File: config.mk
export PLATFORM = sky130hd
export DESIGN_NAME = event_order_monitor
export DESIGN_NICKNAME = d
export VERILOG_FILES = /design/src/rtl/event_order_pkg.sv /design/src/rtl/event_timeout_counter.sv /design/src/rtl/event_order_monitor.sv
export SDC_FILE = /design/constraint.sdc
export NUM_CORES = 1
export LEC_CHECK = 0
export ABC_AREA = 1
export CORE_MARGIN = 2
export CORE_UTILIZATION = 51
export CTS_BUF_LIST = sky130_fd_sc_hd__clkbuf_16
export CTS_CLUSTER_DIAMETER = 60
export DETAILED_ROUTE_END_ITERATION = 6
export PLACE_DENSITY = 0.75
export SLEW_MARGIN = 15
export SYNTH_ARGS = -nofsm -noshare
export SYNTH_HDL_FRONTEND = slang
export SYNTH_SLANG_ARGS = --single-unit
export TNS_END_PERCENT = 1
File: constraint.sdc
create_clock -name clk -period 2.4 [get_ports clk]
set_input_delay 0.24 -clock clk [delete_from_list [all_inputs] [get_ports clk]]
set_output_delay 0.24 -clock clk [all_outputs]
set_load 0.05 [all_outputs]
File: src/rtl/event_order_pkg.sv
// ============================================================================
// Module      : event_order_pkg
// Description : Shared types and helpers for the event order monitor.
// Revision    : 1.0
// ============================================================================
`default_nettype none

package event_order_pkg;

    localparam int MAX_EVENTS = 16;

    typedef enum logic [1:0] {
        IDLE     = 2'd0,
        WAIT_EVT = 2'd1,
        PASS     = 2'd2,
        FAIL     = 2'd3
    } state_e;

    typedef enum logic [1:0] {
        FAIL_NONE    = 2'b00,
        FAIL_ORDER   = 2'b01,
        FAIL_MULTI   = 2'b10,
        FAIL_TIMEOUT = 2'b11
    } fail_code_e;

    // True when two or more bits of the vector are set.
    function automatic logic multi_hot(input logic [MAX_EVENTS-1:0] v);
        return (v & (v - 1'b1)) != '0;
    endfunction

endpackage

`default_nettype wire

File: src/rtl/event_timeout_counter.sv
// ============================================================================
// Module      : event_timeout_counter
// Description : Saturating idle-cycle counter with limit-reached flag.
// Revision    : 1.0
// ============================================================================
`default_nettype none

module event_timeout_counter #(
    parameter int WIDTH = 8
) (
    input  logic             clk,
    input  logic             rst_n,
    input  logic             i_clear,
    input  logic             i_incr,
    input  logic [WIDTH-1:0] i_limit,
    output logic             o_expired
);

    logic [WIDTH-1:0] r_count;
    logic [WIDTH:0]   w_count_p1;

    // One extra bit so a saturated count can never alias a small limit.
    assign w_count_p1 = {1'b0, r_count} + 1'b1;
    assign o_expired  = (i_limit != '0) && (w_count_p1 == {1'b0, i_limit});

    always_ff @(posedge clk or negedge rst_n) begin
        if (!rst_n) begin
            r_count <= '0;
        end else if (i_clear) begin
            r_count <= '0;
        end else if (i_incr && (r_count != '1)) begin
            r_count <= w_count_p1[WIDTH-1:0];
        end
    end

endmodule

`default_nettype wire

File: src/rtl/event_order_monitor.sv
// ============================================================================
// Module      : event_order_monitor
// Description : Checks that one-hot event pulses arrive in ascending order.
// Revision    : 1.0
// ============================================================================
`default_nettype none

module event_order_monitor
    import event_order_pkg::*;
#(
    parameter int NUM_EVENTS   = 4,
    parameter int TIMEOUT_W    = 8,
    parameter int ALLOW_REPEAT = 0
) (
    input  logic                            clk,
    input  logic                            rst_n,
    input  logic                            start,
    input  logic [NUM_EVENTS-1:0]           events,
    input  logic [TIMEOUT_W-1:0]            timeout_limit,
    output logic                            busy,
    output logic                            done,
    output logic                            fail,
    output logic [1:0]                      fail_code,
    output logic [$clog2(NUM_EVENTS)-1:0]   fail_index,
    output logic [$clog2(NUM_EVENTS+1)-1:0] progress
);

    localparam int IDX_W  = $clog2(NUM_EVENTS);
    localparam int PROG_W = $clog2(NUM_EVENTS + 1);

    state_e              r_state,      w_state_nxt;
    logic [PROG_W-1:0]   r_progress,   w_progress_nxt;
    fail_code_e          r_fail_code,  w_fail_code_nxt;
    logic [IDX_W-1:0]    r_fail_index, w_fail_index_nxt;

    logic                  w_tmr_clear;
    logic                  w_tmr_incr;
    logic                  w_tmr_expired;
    logic [IDX_W-1:0]      w_idx;
    logic [NUM_EVENTS-1:0] w_expect;
    logic [NUM_EVENTS-1:0] w_prev;
    logic                  w_multi;
    logic                  w_repeat;
    logic                  w_last;
    logic                  w_arm;

    // Accepted-event count doubles as the expected index while checking.
    assign w_idx    = r_progress[IDX_W-1:0];
    assign w_expect = NUM_EVENTS'(1) << w_idx;
    assign w_prev   = NUM_EVENTS'(1) << (w_idx - 1'b1);
    assign w_multi  = multi_hot(MAX_EVENTS'(events));
    assign w_repeat = (ALLOW_REPEAT != 0) && (w_idx != '0) && (events == w_prev);
    assign w_last   = (w_idx == IDX_W'(NUM_EVENTS - 1));
    assign w_arm    = start && ((r_state == IDLE) || (r_state == WAIT_EVT));

    event_timeout_counter #(
        .WIDTH (TIMEOUT_W)
    ) u_timeout (
        .clk       (clk),
        .rst_n     (rst_n),
        .i_clear   (w_tmr_clear),
        .i_incr    (w_tmr_incr),
        .i_limit   (timeout_limit),
        .o_expired (w_tmr_expired)
    );

    always_ff @(posedge clk or negedge rst_n) begin
        if (!rst_n) begin
            r_state      <= IDLE;
            r_progress   <= '0;
            r_fail_code  <= FAIL_NONE;
            r_fail_index <= '0;
        end else begin
            r_state      <= w_state_nxt;
            r_progress   <= w_progress_nxt;
            r_fail_code  <= w_fail_code_nxt;
            r_fail_index <= w_fail_index_nxt;
        end
    end

    always_comb begin
        w_state_nxt      = r_state;
        w_progress_nxt   = r_progress;
        w_fail_code_nxt  = r_fail_code;
        w_fail_index_nxt = r_fail_index;
        w_tmr_clear      = 1'b0;
        w_tmr_incr       = 1'b0;

        if (w_arm) begin
            w_state_nxt      = WAIT_EVT;
            w_progress_nxt   = '0;
            w_fail_code_nxt  = FAIL_NONE;
            w_fail_index_nxt = '0;
            w_tmr_clear      = 1'b1;
        end else begin
            case (r_state)
                WAIT_EVT: begin
                    if (events == '0) begin
                        if (w_tmr_expired) begin
                            w_state_nxt      = FAIL;
                            w_fail_code_nxt  = FAIL_TIMEOUT;
                            w_fail_index_nxt = w_idx;
                        end else begin
                            w_tmr_incr = 1'b1;
                        end
                    end else if (w_multi) begin
                        w_state_nxt      = FAIL;
                        w_fail_code_nxt  = FAIL_MULTI;
                        w_fail_index_nxt = w_idx;
                    end else if (events == w_expect) begin
                        w_progress_nxt = r_progress + 1'b1;
                        w_tmr_clear    = 1'b1;
                        if (w_last) begin
                            w_state_nxt = PASS;
                        end
                    end else if (!w_repeat) begin
                        w_state_nxt      = FAIL;
                        w_fail_code_nxt  = FAIL_ORDER;
                        w_fail_index_nxt = w_idx;
                    end
                end
                PASS, FAIL: w_state_nxt = IDLE;
                default:    w_state_nxt = IDLE;
            endcase
        end
    end

    assign busy       = (r_state == WAIT_EVT);
    assign done       = (r_state == PASS);
    assign fail       = (r_state == FAIL);
    assign fail_code  = r_fail_code;
    assign fail_index = r_fail_index;
    assign progress   = r_progress;

endmodule

`default_nettype wire
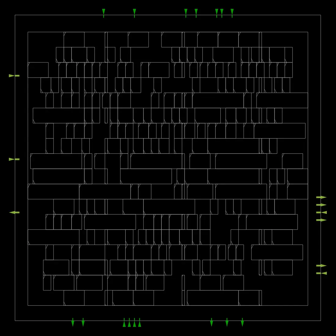
*Placed standard cells, run 1*
Post-Route Utilization: 0.678
core area: 2450 um2

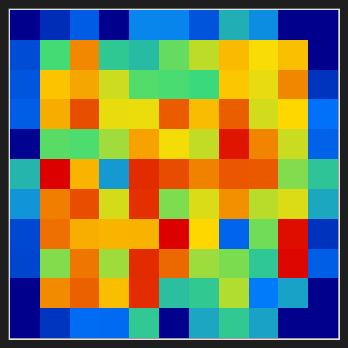
*Cell density map, run 1*
(6 px per um) The die is cut into 11 by 11 equal tiles; dark blue is low, red is high, 0 to 100% covered.
- nearly empty tiles: 9.9%
- tiles over 75% full: 35%
- densest ninth of the die: center
- emptiest ninth of the die: lower right
- fullest tile: 100%
floorplan core density: 0.535

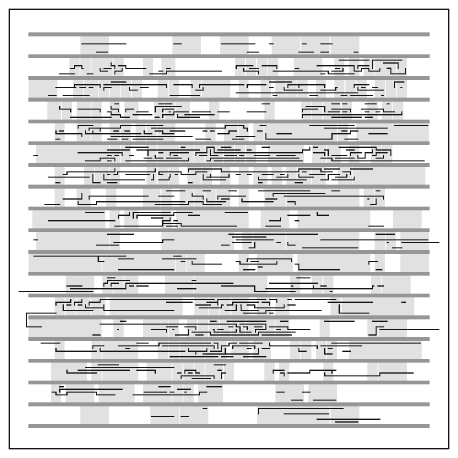
*Met1 routing, run 1*
(8 px per um) Supply wires on this layer in gray.
- longest straight run: 17.0 um
- main direction: horizontal
- share of all routed wire: 45%
- nets with wire on the layer: 228
- wire length on this layer: 1370 um
routed wire length: 3070 um
total number of vias: 1400
met1 GRT Util: 0.301

==> impl_metrics.tcl, run 1 <==
# implementation run metrics
set metrics [dict create \
    status "finished clean" \
    finalHoldViolCount 0 \
    wl_per_cell_um 11.6 \
    grt_max_degree 18 \
    slew_viol_final 0 \
    numPlacedInstances 261 \
    layout_top_cell "nand2_1" \
    dp_hpwl_um 2500 \
    pre_cts_slack_ps 345 \
    first_pass_iters 4 \
    critPathBufInv 0 \
    syn_area_um2 1310 \
    ys_cells 208 \
    placed_area_um2 1590 \
    period_used_share 0.848 \
    slew_headroom 0.500 \
    endpoint "u_timeout.r_count[3]" \
    gp_congestion 0.885 \
    setup_viol 0 \
    edf_count 0 \
    finalCriticalPeriod_ps 2040 \
    r2r-start "u_timeout.r_count[1]" \
    critPathMaxStageDelay_ps 420 \
    cp.required_ps 2590 \
    fp.dieH_um 54.7 \
    grtUsageTotal 0.245 \
    die_x_um 54.7 \
    cts_resized 0 \
    crit_family "simple AND/OR/NAND/NOR gates" \
    path_clk_slew_ps 50 \
    clk_latency_ps 250 \
    yosys_area_um2 1310 \
    fillers 225 \
    cts-root-buf "clkbuf_16" \
    ff_latch_area_um2 425 \
    peakVddDrop_mv 0.554 \
    n_antenna_cell 0 \
    tool_warnings 29 \
    synth_flop_count 17 \
    ys.flop_type "dfrtp_1" \
    io_pins 25 \
    drc_errors 0 \
    setup_tns_ps 0 \
    cp-startpoint "u_timeout.r_count[1]" \
    fmaxAchievable_mhz 491 \
    crit_path_frequent_cell "nand2_1" \
    cts_buffers 3 \
    drive_gt1_frac 0.0468 \
    ant_nets 0 \
    crit_type "reg2reg" \
    grt_pass1_vias 1294 \
]
## run 1: cell type report
type | count | area share
inverters | 31 | 0.0699
flip-flops and latches | 17 | 0.256
clock buffers | 3 | 0.0451
repair buffers | 25 | 0.149
well taps | 30 | 0.0226
multi-input cells | 158 | 0.456
clock inverters | 1 | 0.00226
## run 1: metal layers
| layer | track usage | part of all wire | up-vias |
|---|---|---|---|
| met5 | 0 | 0 | - |
| met4 | 0.0917 | 0.015 | 0 |
| met3 | 0.0683 | 0.062 | 10 |
| met2 | 0.405 | 0.47 | 52 |
| met1 | 0.301 | 0.45 | 632 |
| li1 | - | - | 706 |
## run 1: cell families after synthesis
logic type	Yosys count	synth area share
compound gates	5	0.0238
simple gates	145	0.486
fa+ha+maj	5	0.0477
xor+xnor	3	0.0200
flops	17	0.324
buf+inv	33	0.0982
## run 1: where the power goes
group | total (mW) | internal, mW | switching, mW
Sequential | 0.322 | 0.308 | 0.0146
Combinational | 0.274 | 0.0916 | 0.182
Clock | 0.323 | 0.221 | 0.102
Total | 0.919 | 0.620 | 0.299
## run 1: flip-flops by register name, indices dropped and copies added, names as in the netlist
| name | count |
|---|---|
| fail_index | 2 |
| fail_code | 2 |
| progress | 3 |
| r_state | 2 |
| u_timeout.r_count | 8 |
## run 1: cells in the mapped netlist (all sizes together) (2+ instances only)
| library cell | number | area (um2) |
|---|---|---|
| o21ai | 2 | 10.0 |
| nor2 | 24 | 103 |
| dfrtp | 17 | 425 |
| buf | 2 | 12.5 |
| nand3b | 2 | 15.0 |
| nand3 | 27 | 145 |
| nand2 | 83 | 314 |
| xor2 | 2 | 17.5 |
| nand4 | 8 | 56.3 |
| ha | 5 | 62.6 |
| inv | 31 | 116 |
### Wires at chosen ports, followed through buffers, run 1

(4 px per um)
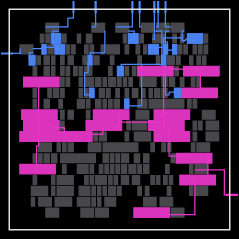

==> run 2, diff against run 1 <==
==> constraint.sdc (replaced) <==
create_clock -name clk -period 1.9 [get_ports clk]
set_input_delay 0.19 -clock clk [delete_from_list [all_inputs] [get_ports clk]]
set_output_delay 0.19 -clock clk [all_outputs]
set_load 0.05 [all_outputs]
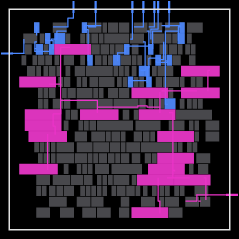
*Wires at chosen ports, followed through buffers, run 2*
(4 px per um)
- timeout_limit: blue (direction input; edge 7 top, 1 left; end cells 19; buffers 8; wire 177 um)
- rst_n: magenta (direction input; edge right; end cells 17; buffers 2; wire 137 um)
IO Count: 25
PortBufs: 24

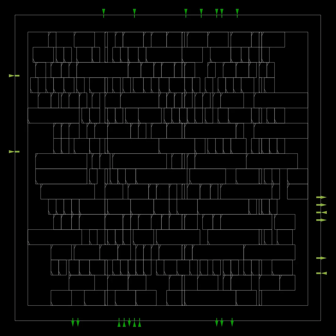
*Placed standard cells, run 2*
Post-Route Utilization: 0.778
Well Taps: 30
Non-Filler Instances: 278
FILL cells: 169
flip-flops: 17

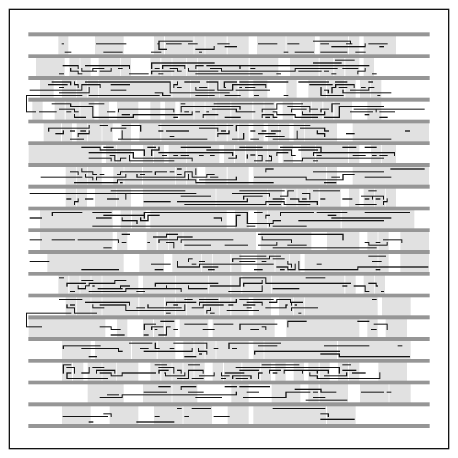
*Met1 routing, run 2*
(8 px per um) Supply wires on this layer in gray.
- longest straight run: 20.7 um
- share of all routed wire: 41%
- nets with wire on the layer: 244
- main direction: horizontal
routed wire length: 3630 um
total number of vias: 1456
met1 GRT Util: 0.308

==> run 2 against run 1 <==
- the run now ends with negative setup slack left
- critical path depth is the same
- count of clock-buffer cells in the layout is the same
- wire length grew 18%
- utilization grew 10 points
- synthesized area is the same
- combinational power grew 42%
- via count grew 4.0%
- clock power grew 28%
- synthesized cell count is the same
- design area grew 15%
- total power grew 32%
- fmax grew 5.6%
==> impl_metrics.tcl, run 2 <==
# implementation run metrics
set metrics [dict create \
    status "complete, but fails checks" \
    violations "negative setup slack" \
    nets 269 \
    dp_hpwl_um 2600 \
    cp-startpoint "u_timeout.r_count[1]" \
    numPlacedInstances 268 \
    r2r-start "u_timeout.r_count[1]" \
    wl_per_cell_um 13.1 \
    tool_warnings 30 \
    grt_max_degree 18 \
    crit_type "reg2reg" \
    grtUsageTotal 0.240 \
    yosys.area.top_type "dfrtp_1" \
    core_area_um2 2450 \
    period_used_share 1.01 \
    slew_headroom 0.666 \
    setup_viol 1 \
    cp.required_ps 2080 \
    ant_nets 0 \
    synthTopCellsByArea "dfrtp_1, nand2_1, nand3_1" \
    crit_path_frequent_cell "nand2_1" \
    gp_congestion 0.904 \
    layout_top_cell "nand2_1" \
    synth_flop_count 17 \
    worst_slack_ps -27.5 \
    finalHoldViolCount 0 \
    slew_viol_final 0 \
    top_register "u_timeout.r_count" \
    grt_pass1_vias 1248 \
    synthTopCellsByCount "nand2_1, inv_1, nand3_1" \
    critPathBufInv 1 \
    largest_reg_flops 8 \
    edf_count 0 \
    yosysTopAreaCellShare 0.324 \
    syn_area_um2 1310 \
    peakVddDrop_mv 0.584 \
    finalCriticalPeriod_ps 1930 \
    most_common_cell "nand2_1" \
    first_pass_iters 4 \
    placed_area_um2 1640 \
    ys_cells 208 \
    drc_errors 0 \
    die_x_um 54.7 \
    fp.dieH_um 54.7 \
    fmaxAchievable_mhz 519 \
    crit_family "simple AND/OR/NAND/NOR gates" \
    clk_latency_ps 250 \
]
==> run 2: what timing repair did <==
action,4_1_cts,5_1_grt
setup buffers,0,6
setup endpoints to repair,9,17
pin swaps,0,14
cloned,0,0
gates resized,1,35
==> run 2: logic make-up (layout without fill, tap and decap cells) <==
kind of cell | Yosys count | in the layout | share of synthesized area
adders and majority gates | 5 | 5 | 0.0477
xor gates and xnor gates | 3 | 3 | 0.0200
DFF | 17 | 17 | 0.324
buffers and inverters | 33 | 73 | 0.0982
and+or+nand+nor | 145 | 145 | 0.486
AOI/OAI and AO/OA | 5 | 5 | 0.0238
==> run 2: layout make-up <==
cell class                      count  area, um2  area share
Sequential cell                    17        432       0.226
Tap cell                           30       37.5      0.0197
Timing Repair Buffer               38        350       0.183
Clock buffer                        3       75.1      0.0393
Clock inverter                      1       5.00     0.00262
Inverter                           31        116      0.0609
Multi-Input combinational cell    158        893       0.468
==> run 2: per-stage QoR <==
step                      setup slack, ps  setup TNS (ps)  hold slack [ps]  utilization
final                               -27.5           -27.5              266        0.778
after global placement              -14.1           -91.4              456        0.667
after CTS                            29.2               0              272        0.701
after floorplan                      1.43               0             -106            -
after detailed placement            -64.3            -432              468        0.667
after global routing                -78.5            -608              315        0.778
==> run 2: power by group <==
| group | internal (mW) | total, mW | switching (mW) |
|---|---|---|---|
| Combinational | 0.133 | 0.388 | 0.256 |
| Clock | 0.281 | 0.415 | 0.134 |
| Sequential | 0.389 | 0.408 | 0.0194 |
| Total | 0.803 | 1.21 | 0.409 |
==> run 2: layer usage <==
metal | GRT usage | part of all wire | vias to the layer above
met5 | 0 | 0 | -
met4 | 0.0667 | 0.013 | 0
met3 | 0.0492 | 0.055 | 6
met2 | 0.405 | 0.52 | 52
met1 | 0.308 | 0.41 | 666
li1 | - | - | 732
Power is estimated from default activity; no workload was simulated.
